==> run_1/sizing.png <==
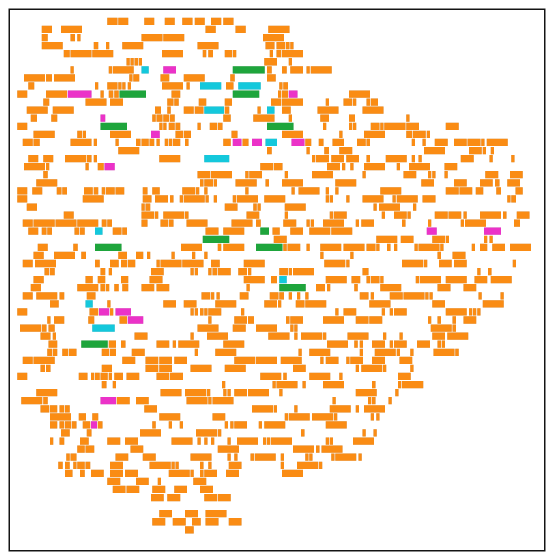
==> run_1/m2.png <==
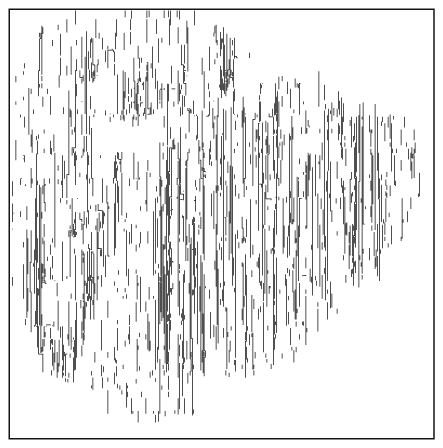
==> run_1/gates.png <==
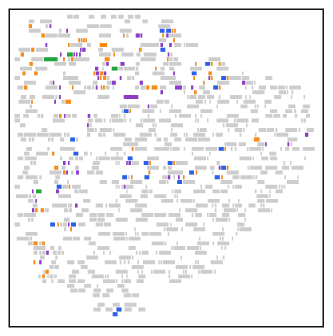
==> run_1/class_map.png <==
Scale bar: 50 um. Fill, decap, tap and diode cells in gray.
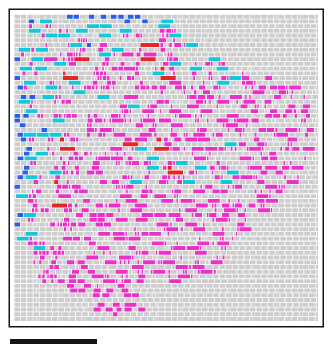
$ cat config.mk
export PLATFORM = sky130hd
export DESIGN_NAME = multi_sr04_ranger
export DESIGN_NICKNAME = d
export VERILOG_FILES = /design/src/rtl/sr04_pkg.sv /design/src/rtl/sr04_us_tick.sv /design/src/rtl/multi_sr04_ranger.sv
export SDC_FILE = /design/constraint.sdc
export NUM_CORES = 1
export LEC_CHECK = 0
export CORE_AREA = 2 2 178 180
export DETAILED_ROUTE_END_ITERATION = 8
export DIE_AREA = 0 0 180 182
export PLACE_DENSITY_LB_ADDON = 0.1
export SLEW_MARGIN = 25
export SYNTH_ARGS = -nofsm -noshare
export SYNTH_HDL_FRONTEND = slang
export SYNTH_HIERARCHICAL = 1
export SYNTH_SLANG_ARGS = --single-unit
$ cat constraint.sdc
create_clock -name sys_clk -period 17.56 [get_ports sys_clk]
set_input_delay 4.39 -clock sys_clk [delete_from_list [all_inputs] [get_ports sys_clk]]
set_output_delay 4.39 -clock sys_clk [all_outputs]
set_load 0.01 [all_outputs]
$ cat src/rtl/sr04_pkg.sv
// Shared types and constants for the multi-sensor HC-SR04 ranger.
package sr04_pkg;

    typedef enum logic [2:0] {
        IDLE,
        TRIG,
        WAIT_RISE,
        MEASURE,
        CALC,
        OUT,
        GAP
    } state_t;

    localparam logic [1:0] ERR_OK     = 2'b00;
    localparam logic [1:0] ERR_NOECHO = 2'b01;
    localparam logic [1:0] ERR_RANGE  = 2'b10;

    // 0.1715 mm per us of echo, Q16 fixed point
    localparam int MM_PER_US_Q16 = 11239;
    localparam int MM_Q16_W      = 14;

    function automatic int max_int(input int a, input int b);
        return (a > b) ? a : b;
    endfunction

endpackage

$ cat src/rtl/sr04_us_tick.sv
// One-cycle pulse every microsecond; a reset pulse restarts the phase.
module sr04_us_tick #(
    parameter int CLK_FREQ_HZ = 50_000_000
) (
    input  logic sys_clk,
    input  logic sys_rst,
    output logic us_tick
);

    localparam int DIV_RAW = CLK_FREQ_HZ / 1_000_000;
    localparam int DIV     = (DIV_RAW < 1) ? 1 : DIV_RAW;
    localparam int DW      = (DIV > 1) ? $clog2(DIV) : 1;

    logic [DW-1:0] div_q, div_d;

    always_comb begin
        us_tick = (div_q == DW'(DIV - 1));
        div_d   = div_q + DW'(1);
        if (us_tick) begin
            div_d = '0;
        end
    end

    always_ff @(posedge sys_clk) begin
        if (sys_rst) begin
            div_q <= '0;
        end else begin
            div_q <= div_d;
        end
    end

endmodule

$ cat src/rtl/multi_sr04_ranger.sv
// Round-robin scheduler for HC-SR04 sensors: triggers each sensor in
// turn, times its echo and presents the distance in mm with a handshake.
module multi_sr04_ranger
    import sr04_pkg::*;
#(
    parameter int CLK_FREQ_HZ = 50_000_000,
    parameter int NUM_CH      = 4,
    parameter int TRIG_US     = 10,
    parameter int RISE_TO_US  = 2000,
    parameter int ECHO_TO_US  = 38000,
    parameter int GAP_US      = 60000,
    parameter int DIST_W      = 16
) (
    input  logic                                          sys_clk,
    input  logic                                          sys_rst,
    input  logic                                          en,
    input  logic [NUM_CH-1:0]                             echo,
    output logic [NUM_CH-1:0]                             trig,
    output logic                                          res_valid,
    input  logic                                          res_ready,
    output logic [((NUM_CH > 1) ? $clog2(NUM_CH) : 1)-1:0] res_ch,
    output logic [DIST_W-1:0]                             res_dist,
    output logic [1:0]                                    res_err
);

    localparam int CH_W    = (NUM_CH > 1) ? $clog2(NUM_CH) : 1;
    localparam int CNT_MAX = max_int(max_int(TRIG_US, RISE_TO_US),
                                     max_int(ECHO_TO_US, GAP_US));
    localparam int CNT_W   = $clog2(CNT_MAX + 1);
    localparam int PROD_W  = max_int(CNT_W + MM_Q16_W, DIST_W + 1);

    localparam logic [CNT_W-1:0] TRIG_LAST = CNT_W'(TRIG_US - 1);
    localparam logic [CNT_W-1:0] RISE_LAST = CNT_W'(RISE_TO_US - 1);
    localparam logic [CNT_W-1:0] ECHO_LAST = CNT_W'(ECHO_TO_US - 1);
    localparam logic [CNT_W-1:0] GAP_LAST  = CNT_W'(GAP_US - 1);

    state_t              state_q, state_d;
    logic [CH_W-1:0]     cur_ch_q, cur_ch_d, ch_next;
    logic [CNT_W-1:0]    cnt_q, cnt_d;
    logic [1:0]          err_q, err_d;
    logic [NUM_CH-1:0]   sync1_q, sync2_q;
    logic [NUM_CH-1:0]   trig_q, trig_d;
    logic                res_valid_q, res_valid_d;
    logic [CH_W-1:0]     res_ch_q, res_ch_d;
    logic [DIST_W-1:0]   res_dist_q, res_dist_d;
    logic [1:0]          res_err_q, res_err_d;

    logic                us_tick;
    logic                tick_clr;
    logic                echo_s;
    logic [PROD_W-1:0]   prod, scaled;
    logic [DIST_W-1:0]   dist_sat;

    // Tick phase restarts on every state change so us windows are exact
    sr04_us_tick #(
        .CLK_FREQ_HZ(CLK_FREQ_HZ)
    ) u_tick (
        .sys_clk(sys_clk),
        .sys_rst(sys_rst | tick_clr),
        .us_tick(us_tick)
    );

    assign echo_s  = sync2_q[cur_ch_q];
    assign ch_next = (cur_ch_q == CH_W'(NUM_CH - 1)) ? '0 : cur_ch_q + CH_W'(1);

    always_comb begin
        prod     = PROD_W'(cnt_q) * PROD_W'(MM_PER_US_Q16);
        scaled   = prod >> 16;
        dist_sat = (|scaled[PROD_W-1:DIST_W]) ? '1 : scaled[DIST_W-1:0];
    end

    always_comb begin
        state_d     = state_q;
        cur_ch_d    = cur_ch_q;
        err_d       = err_q;
        cnt_d       = us_tick ? cnt_q + CNT_W'(1) : cnt_q;
        res_valid_d = res_valid_q;
        res_ch_d    = res_ch_q;
        res_dist_d  = res_dist_q;
        res_err_d   = res_err_q;
        unique case (state_q)
            IDLE: begin
                if (en) state_d = TRIG;
            end
            TRIG: begin
                if (us_tick && cnt_q == TRIG_LAST) state_d = WAIT_RISE;
            end
            WAIT_RISE: begin
                if (echo_s) begin
                    state_d = MEASURE;
                end else if (us_tick && cnt_q == RISE_LAST) begin
                    state_d = CALC;
                    err_d   = ERR_NOECHO;
                end
            end
            MEASURE: begin
                if (!echo_s) begin
                    state_d = CALC;
                    err_d   = ERR_OK;
                    cnt_d   = cnt_q;
                end else if (us_tick && cnt_q == ECHO_LAST) begin
                    state_d = CALC;
                    err_d   = ERR_RANGE;
                end
            end
            CALC: begin
                res_valid_d = 1'b1;
                res_ch_d    = cur_ch_q;
                res_err_d   = err_q;
                res_dist_d  = (err_q == ERR_OK) ? dist_sat : '1;
                state_d     = OUT;
            end
            OUT: begin
                if (res_ready) begin
                    res_valid_d = 1'b0;
                    state_d     = GAP;
                end
            end
            GAP: begin
                if (us_tick && cnt_q == GAP_LAST) begin
                    cur_ch_d = ch_next;
                    state_d  = en ? TRIG : IDLE;
                end
            end
            default: state_d = IDLE;
        endcase
        tick_clr = (state_d != state_q);
        // CALC still needs the echo count, so only timed states start at zero
        if (tick_clr && state_d inside {TRIG, WAIT_RISE, MEASURE, GAP}) begin
            cnt_d = '0;
        end
        trig_d = (state_d == TRIG) ? (NUM_CH'(1) << cur_ch_d) : '0;
    end

    always_ff @(posedge sys_clk) begin
        if (sys_rst) begin
            state_q     <= IDLE;
            cur_ch_q    <= '0;
            cnt_q       <= '0;
            err_q       <= ERR_OK;
            sync1_q     <= '0;
            sync2_q     <= '0;
            trig_q      <= '0;
            res_valid_q <= 1'b0;
            res_ch_q    <= '0;
            res_dist_q  <= '0;
            res_err_q   <= ERR_OK;
        end else begin
            state_q     <= state_d;
            cur_ch_q    <= cur_ch_d;
            cnt_q       <= cnt_d;
            err_q       <= err_d;
            sync1_q     <= echo;
            sync2_q     <= sync1_q;
            trig_q      <= trig_d;
            res_valid_q <= res_valid_d;
            res_ch_q    <= res_ch_d;
            res_dist_q  <= res_dist_d;
            res_err_q   <= res_err_d;
        end
    end

    assign trig      = trig_q;
    assign res_valid = res_valid_q;
    assign res_ch    = res_ch_q;
    assign res_dist  = res_dist_q;
    assign res_err   = res_err_q;

endmodule
==> impl_metrics.env, run 1 <==
# implementation run metrics
export IMPL_status="complete, no violations"
export IMPL_r2r_start="cnt_q[4]$_SDFFE_PP0P_"
export IMPL_use_met3_pct=1.44
export IMPL_ys_seq_share_pct=16.1
export IMPL_critPathBufInv=2
export IMPL_drive_above_1_share_pct=4.59
export IMPL_reg2reg_slack_ns=11.17
export IMPL_postRouteAntennaNets=0
export IMPL_endpoint_kind="flop"
export IMPL_worstHoldStart="sync1_q[3]$_SDFF_PP0_"
export IMPL_holdWs_ns=0.434
export IMPL_yosys_stat_cells=795
export IMPL_finalMaxSlewViolations=0
export IMPL_final_fill_count=3324
export IMPL_top_usage_layer="met2"
export IMPL_path_max_fanout=22
export IMPL_fin_skew_ns=0.00729
export IMPL_warnings=45
export IMPL_hp_class="reg2reg"
export IMPL_fin_crit_ns=6.69
export IMPL_wl_met2_um=9230
export IMPL_top_cell_area_share_pct=26.7
export IMPL_netlist_top_cells_area="fa_1 27%, ha_1 22%, dfxtp_1 16%"
export IMPL_max_cap_viol_count=0
export IMPL_mostFrequentLayoutCells="196 x inv_1, 132 x ha_1, 101 x fa_1"
export IMPL_setup_viol=0
export IMPL_placed_cell_area_mm2=0.00834
export IMPL_htree_levels=3
export IMPL_clkTransAtPathRegs_ns=0.06
export IMPL_grt_setup_unrepaired="no"
export IMPL_leakagePower_nw=4.39
export IMPL_area_growth_pct=14.0
export IMPL_startpoint="sys_rst"
export IMPL_total_power_mw=0.333
export IMPL_async_reset_ff_share_pct=0
export IMPL_numCtsBuffers=9
export IMPL_ys_ff=61
export IMPL_cts_tree="yes"
export IMPL_fin_crit_sh_pct=38.1
export IMPL_postCtsSetupRepairBufs=0
export IMPL_setup_worst_path_start_class="primary input"
export IMPL_synth_top_flop_cell="dfxtp_1"
export IMPL_largest_reg_flops=16
export IMPL_grt_max_degree=23
export IMPL_syn_area_per_cell_um2=9.53
export IMPL_clock_tree_root_cell="clkbuf_16"
export IMPL_die_w_um=180
export IMPL_holdBufCountCts=0
export IMPL_core_area_mm2=0.0310
export IMPL_synth_cells=795
export IMPL_path_depth=5
export IMPL_top_layer="met4"
export IMPL_place_gp_congestion=0.746
export IMPL_slowest_delay_ns=1.01
export IMPL_viasPerCell=4.16
export IMPL_clock_latency_ns=0.34
export IMPL_pin_count=33
export IMPL_dieArea_mm2=0.0328
export IMPL_drt_iter0_markers=151
export IMPL_dr_pass1_iters=4
export IMPL_tightestPinTransition_ns=0.944
export IMPL_min_path_cells=1
export IMPL_antennaDiodeCount=0
export IMPL_use_met1_pct=18.5
export IMPL_crit_type="in2reg"
export IMPL_placedCellCount=1214
export IMPL_arrival_ns=6.90
export IMPL_grt_pass1_vias=5643
export IMPL_syn_area_mm2=0.00758
export IMPL_syn_nets=1036
export IMPL_common_cells="196 x inv_1, 132 x ha_1, 101 x fa_1"
export IMPL_drc=0
export IMPL_crit_required_ns=17.77
export IMPL_wl_per_cell_um=16.1
export IMPL_fp_dieH_um=182
export IMPL_yosysWarnings=6
export IMPL_reg2reg_depth=18
export IMPL_timing_fmax_mhz=150
export IMPL_ir_drop_uv=53.2
export IMPL_synth_top_cell_by_area="fa_1"
export IMPL_power_density_mw_per_mm2=38.6
export IMPL_regMostFlops="cnt_q"
export IMPL_grt_first_pass_wirelength_um=33000
export IMPL_wl_met1_um=9610
export IMPL_setup_tns_ns=0
export IMPL_antenna_found_initial=0
export IMPL_overflow=0
export IMPL_grt_usage_pct=13.1
export IMPL_cts_buffer_depth=2
export IMPL_slowest_stage="clkdlybuf4s50_1"
export IMPL_clkSinkCount=61
export IMPL_cp_top_family="buffers and inverters"
export IMPL_most_common_cell="inv_1"
export IMPL_crit_end="cnt_q[14]$_SDFFE_PP0P_"
export IMPL_io_buffers=32
export IMPL_worstHoldEndpoint="sync2_q[3]$_SDFF_PP0_"
export IMPL_met3WireLength_um=647
export IMPL_initial_core_util_pct=24.5
export IMPL_fin_nets=1064
export IMPL_worstPathCellList="clkdlybuf4s50_1 > inv_1 > o2111ai_1 > a21boi_4 > nor2_1"
export IMPL_ctsResizeCount=0
export IMPL_synth_cell_type_count=65
export IMPL_place_ws_ns=10.46
export IMPL_slew_headroom_pct=36.7
export IMPL_yosysChipArea_mm2=0.00758
export IMPL_r2r_end="res_dist[3]$_SDFFE_PP0P_"
export IMPL_place_hpwl_um=16900
export IMPL_hold_violations=0
export IMPL_edf_count=0
-- sizing.png (at the start) --
legend:
  orange:
    size: x1 and smaller
    cells: 790
  cyan:
    size: x3 and x4
    cells: 11
  green:
    size: x6 and larger
    cells: 11
  magenta:
    size: x2
    cells: 16
final worst setup slack: 10.87 ns
Non-clk bufs: 33

-- m2.png (at the start) --
main direction: vertical
longest straight run: 84.0 um
wire length on this layer: 9230 um
met2 Usage GRT: 21.3%
vias: 5121
final WL: 19700 um

-- gates.png (at the start) --
legend:
  blue:
    family: xor and xnor cells
    cells: 25
  orange:
    family: nor cells
    cells: 73
  purple:
    family: nand cells
    cells: 61
  green:
    family: mux cells
    cells: 4
    where: top left
fin cells: 1230
Comb/total area: 64.3%
most numerous logic cell after layout: inv_1

-- class_map.png (at the start) --
legend:
  cyan:
    class: registers
    cells: 61
  blue:
    class: remaining buffers and delay cells
    cells: 33
  magenta:
    class: remaining logic cells
    cells: 718
  red:
    class: clock drivers and dummy loads
    cells: 16
post-layout util: 27.9%
flop share of the area: 14.1%
row cnt: 65
design area: 0.00864 mm^2

-- run 1: power by group --
| part | internal, mW | switching [mW] |
|---|---|---|
| clock network | 0.110 | 0.0725 |
| logic | 0.00418 | 0.00535 |
| registers | 0.140 | 0.00128 |
| total | 0.254 | 0.0792 |
-- run 1: cell families after synthesis --
family	count (synthesis)	synth area share [%]
simple gates	156	10.8
buf+inv	212	10.8
compound gates	104	10.2
mux	4	0.693
flops	61	16.1
xor+xnor	25	2.89
fa+ha+maj	233	48.5
-- run 1: cell type report --
type	instances	area (um^2)	area share [%]
flip-flops and latches	61	1220	14.1
inverters	196	736	8.52
well taps	402	503	5.82
multi-input cells	522	5550	64.3
repair buffers	33	328	3.80
clock inverters	7	73.8	0.855
clock buffers	9	225	2.61
==> run 2, diff against run 1 <==
==> constraint.sdc (replaced) <==
create_clock -name sys_clk -period 5.8 [get_ports sys_clk]
set_input_delay 1.45 -clock sys_clk [delete_from_list [all_inputs] [get_ports sys_clk]]
set_output_delay 1.45 -clock sys_clk [all_outputs]
set_load 0.01 [all_outputs]
==> run 2 against run 1 <==
Compared with the run above:
- design area is 5.3% higher
- sequential share of layout area is 0.58 points lower
- clock skew is 0.0069 ns higher
- cell count is 4.3% higher
- non-clock buffer count is 53 higher
- synthesized cell count stayed put
- critical endpoint is now res_dist[12]$_SDFFE_PP0P_
- highest routed layer unchanged
==> impl_metrics.env, run 2 <==
# implementation run metrics
export IMPL_met3WireLength_um=567
export IMPL_arrival_ns=5.79
export IMPL_synth_cells=795
export IMPL_use_met2_pct=22.6
export IMPL_path_depth=20
export IMPL_antennaDiodeCount=0
export IMPL_ir_drop_uv=120
export IMPL_timing_fmax_mhz=180
export IMPL_worstPathCellList="fa_1 > inv_1 > fa_1 > inv_1 > fa_1 > fa_1 > fa_1 > inv_1 > fa_1 > inv_1 > ha_1 > o211ai_1 > o21ai_1 > a41oi_2 > buf_6 > a2111oi_4 > o2111ai_2 > buf_4 > a21oi_1 > nor3b_2"
export IMPL_fp_dieH_um=182
export IMPL_warnings=45
export IMPL_fin_crit_sh_pct=95.9
export IMPL_layout_setup_ws_ns=0.238
export IMPL_critPathBufInv=6
export IMPL_finalMaxSlewViolations=0
export IMPL_rows=65
export IMPL_slowest_stage="fa_1"
export IMPL_holdWs_ns=0.433
export IMPL_top_power_group="clock"
export IMPL_wl_per_cell_um=16.6
export IMPL_synth_cell_type_count=65
export IMPL_crit_type="reg2reg"
export IMPL_clock_tree_root_cell="clkbuf_16"
export IMPL_drc=0
export IMPL_switchingPower_mw=0.250
export IMPL_tightestPinTransition_ns=1.01
export IMPL_leakagePower_nw=4.66
export IMPL_slew_headroom_pct=32.2
export IMPL_top_usage_layer="met2"
export IMPL_clkSinkCount=61
export IMPL_grt_max_degree=23
export IMPL_postRouteAntennaNets=0
export IMPL_pg_clk_mw=0.519
export IMPL_clock_latency_ns=0.34
export IMPL_synth_top_flop_cell="dfxtp_1"
export IMPL_async_reset_ff_share_pct=0
export IMPL_grt_pass1_vias=5869
export IMPL_min_path_cells=1
export IMPL_final_fill_count=3268
export IMPL_power_density_mw_per_mm2=107
export IMPL_wl_met1_um=10600
export IMPL_r2r_start="cnt_q[6]$_SDFFE_PP0P_"
export IMPL_worstHoldStart="sync1_q[3]$_SDFF_PP0_"
export IMPL_swShare_pct=25.6
export IMPL_use_met3_pct=1.70
export IMPL_cts_buffer_depth=2
export IMPL_wl_met2_um=9930
export IMPL_clkTransAtPathRegs_ns=0.06
export IMPL_p_int_mw=0.727
export IMPL_status="complete, no violations"
export IMPL_cp_top_family="adder cells"
export IMPL_syn_area_mm2=0.00758
export IMPL_reg2reg_slack_ns=0.24
export IMPL_drive_above_1_share_pct=12.4
export IMPL_postCtsSetupRepairBufs=0
export IMPL_mostFrequentLayoutCells="196 x inv_1, 130 x ha_1, 98 x fa_1"
export IMPL_dr_pass1_iters=5
export IMPL_setup_viol=0
export IMPL_pin_count=33
export IMPL_dieArea_mm2=0.0328
export IMPL_crit_required_ns=6.03
export IMPL_setup_tns_ns=0
export IMPL_startpoint="cnt_q[6]$_SDFFE_PP0P_"
export IMPL_use_met1_pct=20.0
export IMPL_max_cap_viol_count=0
export IMPL_top_cell_area_share_pct=26.7
export IMPL_top_layer="met4"
export IMPL_crit_end="res_dist[12]$_SDFFE_PP0P_"
export IMPL_edf_count=0
export IMPL_p_comb_share_pct=3.2
[run 2: cell families (layout without fill, tap and decap cells)]
family	Yosys count	in the layout	share of synthesized area, %
muxes	4	4	0.693
xor gates and xnor gates	25	25	2.89
AOI/OAI and AO/OA	104	104	10.2
buffers and inverters	212	298	10.8
DFF	61	61	16.1
adders and majority gates	233	233	48.5
and+or+nand+nor	156	156	10.8
[run 2: layout make-up]
| type | count | area [um^2] | share of cell area, % |
|---|---|---|---|
| inverters | 196 | 736 | 8.09 |
| flip-flops and latches | 61 | 1230 | 13.6 |
| clock buffers | 9 | 225 | 2.48 |
| repair buffers | 86 | 729 | 8.02 |
| clock inverters | 7 | 48.8 | 0.536 |
| multi-input cells | 522 | 5620 | 61.8 |
| well taps | 402 | 503 | 5.53 |
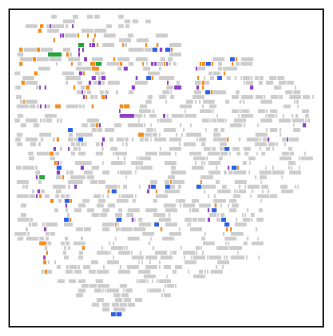
(run_2/gates.png)
legend:
  purple:
    family: nand cells
    cells: 61
  blue:
    family: xor and xnor cells
    cells: 25
  orange:
    family: nor cells
    cells: 73
  green:
    family: mux cells
    cells: 4
    where: top left
fin cells: 1283
Comb/total area: 61.8%

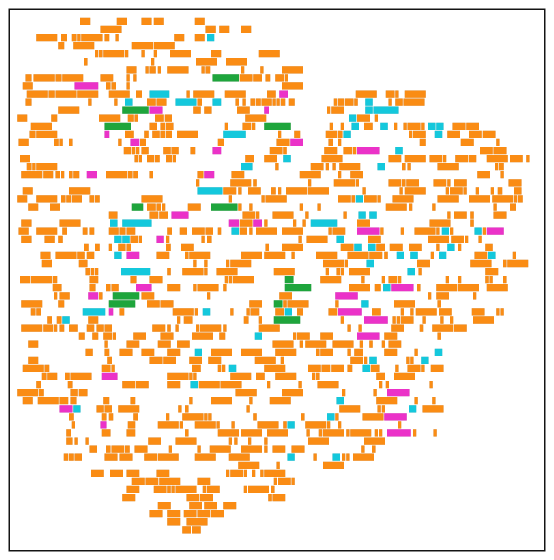
(run_2/sizing.png)
legend:
  orange:
    size: x1 and smaller
    cells: 772
  green:
    size: x6 and larger
    cells: 12
  magenta:
    size: x2
    cells: 32
  cyan:
    size: x3 and x4
    cells: 65
Non-clk bufs: 86
design area: 0.00910 mm^2
Syn-to-layout area delta: 20.0%

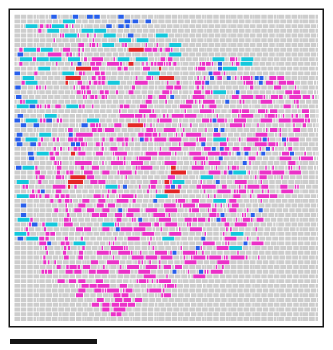
(run_2/class_map.png)
Scale bar: 50 um. Fill, decap, tap and diode cells in gray.
legend:
  red:
    class: clock drivers and dummy loads
    cells: 16
  blue:
    class: remaining buffers and delay cells
    cells: 86
  magenta:
    class: remaining logic cells
    cells: 718
  cyan:
    class: registers
    cells: 61
core area: 0.0310 mm^2
post-layout util: 29.4%
flop share of the area: 13.6%

==> run 3, diff against run 2 <==
--- a/config.mk
+++ b/config.mk
@@ -9,6 +9,7 @@
 export DETAILED_ROUTE_END_ITERATION = 8
 export DIE_AREA = 0 0 180 182
 export PLACE_DENSITY_LB_ADDON = 0.1
+export REMOVE_ABC_BUFFERS = 1
 export SLEW_MARGIN = 25
 export SYNTH_ARGS = -nofsm -noshare
 export SYNTH_HDL_FRONTEND = slang
==> run 3 against run 2 <==
Compared with the run above:
- sequential cell count is the same
- design area up 1.6%
- global-route usage decreased by 0.30 points
- count of clock-buffer cells in the layout is the same
- non-clock buffer count is 5 higher
- sequential share of layout area decreased by 0.22 points
- utilization grew 0.48 points
- critical path type unchanged
- highest routed layer unchanged
==> impl_metrics.env, run 3 <==
# implementation run metrics
export IMPL_status="complete, no violations"
export IMPL_grt_usage_pct=13.6
export IMPL_mostFrequentLayoutCells="195 x inv_1, 128 x ha_1, 94 x fa_1"
export IMPL_finalMaxSlewViolations=0
export IMPL_ys_seq_share_pct=16.1
export IMPL_place_hpwl_um=17600
export IMPL_endpoint_kind="flop"
export IMPL_cts_tree="yes"
export IMPL_worstHoldStart="sync1_q[1]$_SDFF_PP0_"
export IMPL_yosys_stat_cells=795
export IMPL_clkTransAtPathRegs_ns=0.06
export IMPL_worstHoldEndpoint="sync2_q[1]$_SDFF_PP0_"
export IMPL_pin_count=33
export IMPL_grt_pass1_vias=5905
export IMPL_p_int_mw=0.770
export IMPL_place_gp_congestion=0.833
export IMPL_place_ws_ns=-0.00303
export IMPL_drt_iter0_markers=195
export IMPL_swShare_pct=25.0
export IMPL_core_area_mm2=0.0310
export IMPL_p_clk_share_pct=55.4
export IMPL_drive_above_1_share_pct=14.2
export IMPL_synthTopLogicFamily="adder cells"
export IMPL_reg2reg_depth=20
export IMPL_antennaDiodeCount=0
export IMPL_path_depth=20
export IMPL_r2r_start="cnt_q[7]$_SDFFE_PP0P_"
export IMPL_inverters=196
export IMPL_layout_clock_cell_area_share_pct=3.23
export IMPL_arrival_ns=5.76
export IMPL_antenna_found_initial=1
export IMPL_cp_top_family="adder cells"
export IMPL_reg2reg_slack_ns=0.27
export IMPL_ir_drop_uv=132
export IMPL_yosysWarnings=6
export IMPL_warnings=44
export IMPL_ys_sh_mux_pct=0.693
export IMPL_fin_crit_sh_pct=95.3
export IMPL_crit_type="reg2reg"
export IMPL_wl_per_cell_um=16.0
export IMPL_path_max_fanout=6
export IMPL_largest_cell_class="combinational gates"
export IMPL_max_cap_viol_count=0
export IMPL_netlist_top_cells_area="fa_1 27%, ha_1 22%, dfxtp_1 16%"
export IMPL_critPathBufInv=7
export IMPL_syn_area_per_cell_um2=9.53
export IMPL_synth_cell_type_count=65
export IMPL_top_cell_area_share_pct=26.7
export IMPL_p_comb_share_pct=3.0
export IMPL_rows=65
export IMPL_die_w_um=180
export IMPL_placed_cell_area_mm2=0.00875
export IMPL_flops=61
export IMPL_setup_tns_ns=0
export IMPL_logic_area_mm2=0.00570
export IMPL_most_common_cell="inv_1"
export IMPL_holdWs_ns=0.435
export IMPL_edf_count=0
export IMPL_synth_top_cell_by_area="fa_1"
export IMPL_flop_area_mm2=0.00123
export IMPL_fin_skew_ns=0.0119
export IMPL_viasPerCell=4.15
export IMPL_clock_tree_root_cell="clkbuf_16"
export IMPL_top_power_group="clock"
export IMPL_crit_required_ns=6.03
export IMPL_fa_ha_area_share_pct=48.5
export IMPL_pg_clk_mw=0.569
export IMPL_ys_ff=61
export IMPL_syn_area_mm2=0.00758
export IMPL_nWellTaps=402
export IMPL_largest_reg_flops=16
export IMPL_lay_top_count="inv_1"
export IMPL_final_fill_count=3286
export IMPL_setup_worst_path_start_class="flop"
export IMPL_crit_end="res_dist[11]$_SDFFE_PP0P_"
==> run 3: cell counts after synthesis <==
No cell type changed its count.
==> run 3: cell families after synthesis <==
logic type | count (synthesis)
adder cells (fa/ha/maj) | 233
buffers and inverters | 212
AND/OR/NAND/NOR | 156
AND-OR/OR-AND | 104
flip-flops | 61
XOR/XNOR | 25
multiplexers | 4
==> run 3: per-layer routing <==
metal  share of wire [%]  vias up
met2                  45       57
met1                  51     2551
li1                    -     2727
met3                 2.3       12
met4                 1.4        0
met5                   0        -
==> run 3: repair_timing <==
action,in CTS,in global routing
resized,3,37
setup endpoints to repair,3,13
setup buffers,0,3
pin swaps,4,20
hold buffers,0,0
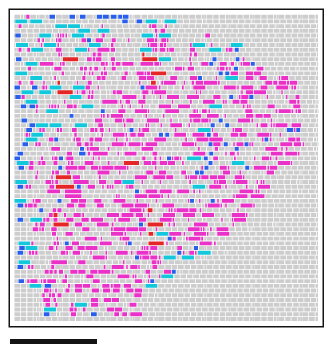
(run_3/class_map.png)
Scale bar: 50 um. Fill, decap, tap and diode cells in gray.
legend:
  red:
    class: clock drivers and dummy loads
    cells: 16
  cyan:
    class: registers
    cells: 61
  blue:
    class: remaining buffers and delay cells
    cells: 91
  magenta:
    class: remaining logic cells
    cells: 718
flop share of the area: 13.3%
post-layout util: 29.8%
design area: 0.00925 mm^2

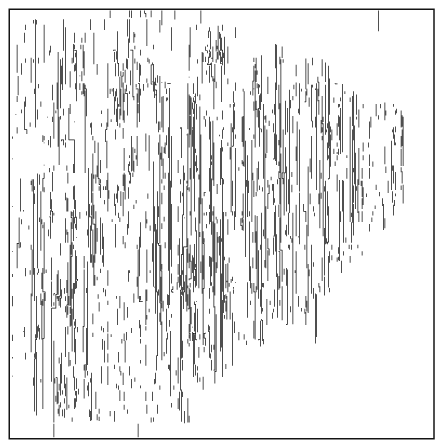
(run_3/m2.png)
wire length on this layer: 9330 um
main direction: vertical
longest straight run: 92.1 um
vias: 5347
met2 Usage GRT: 21.4%
final WL: 20600 um

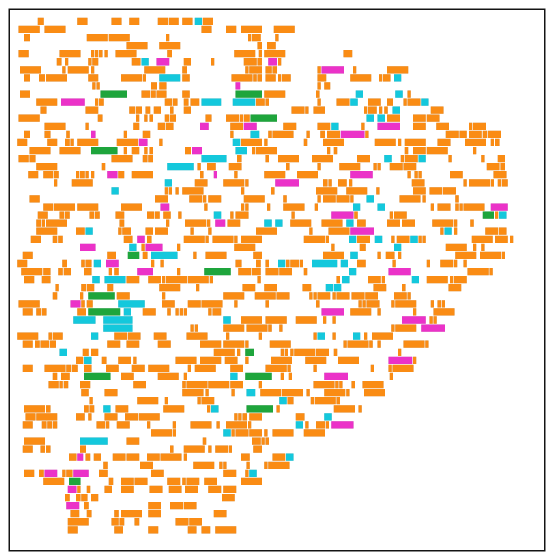
(run_3/sizing.png)
legend:
  magenta:
    size: x2
    cells: 39
  green:
    size: x6 and larger
    cells: 14
  orange:
    size: x1 and smaller
    cells: 760
  cyan:
    size: x3 and x4
    cells: 73
Non-clk bufs: 91
Syn-to-layout area delta: 22.0%
final worst setup slack: 0.271 ns

Power figures rest on the tool's default switching activity, not on a simulated workload.
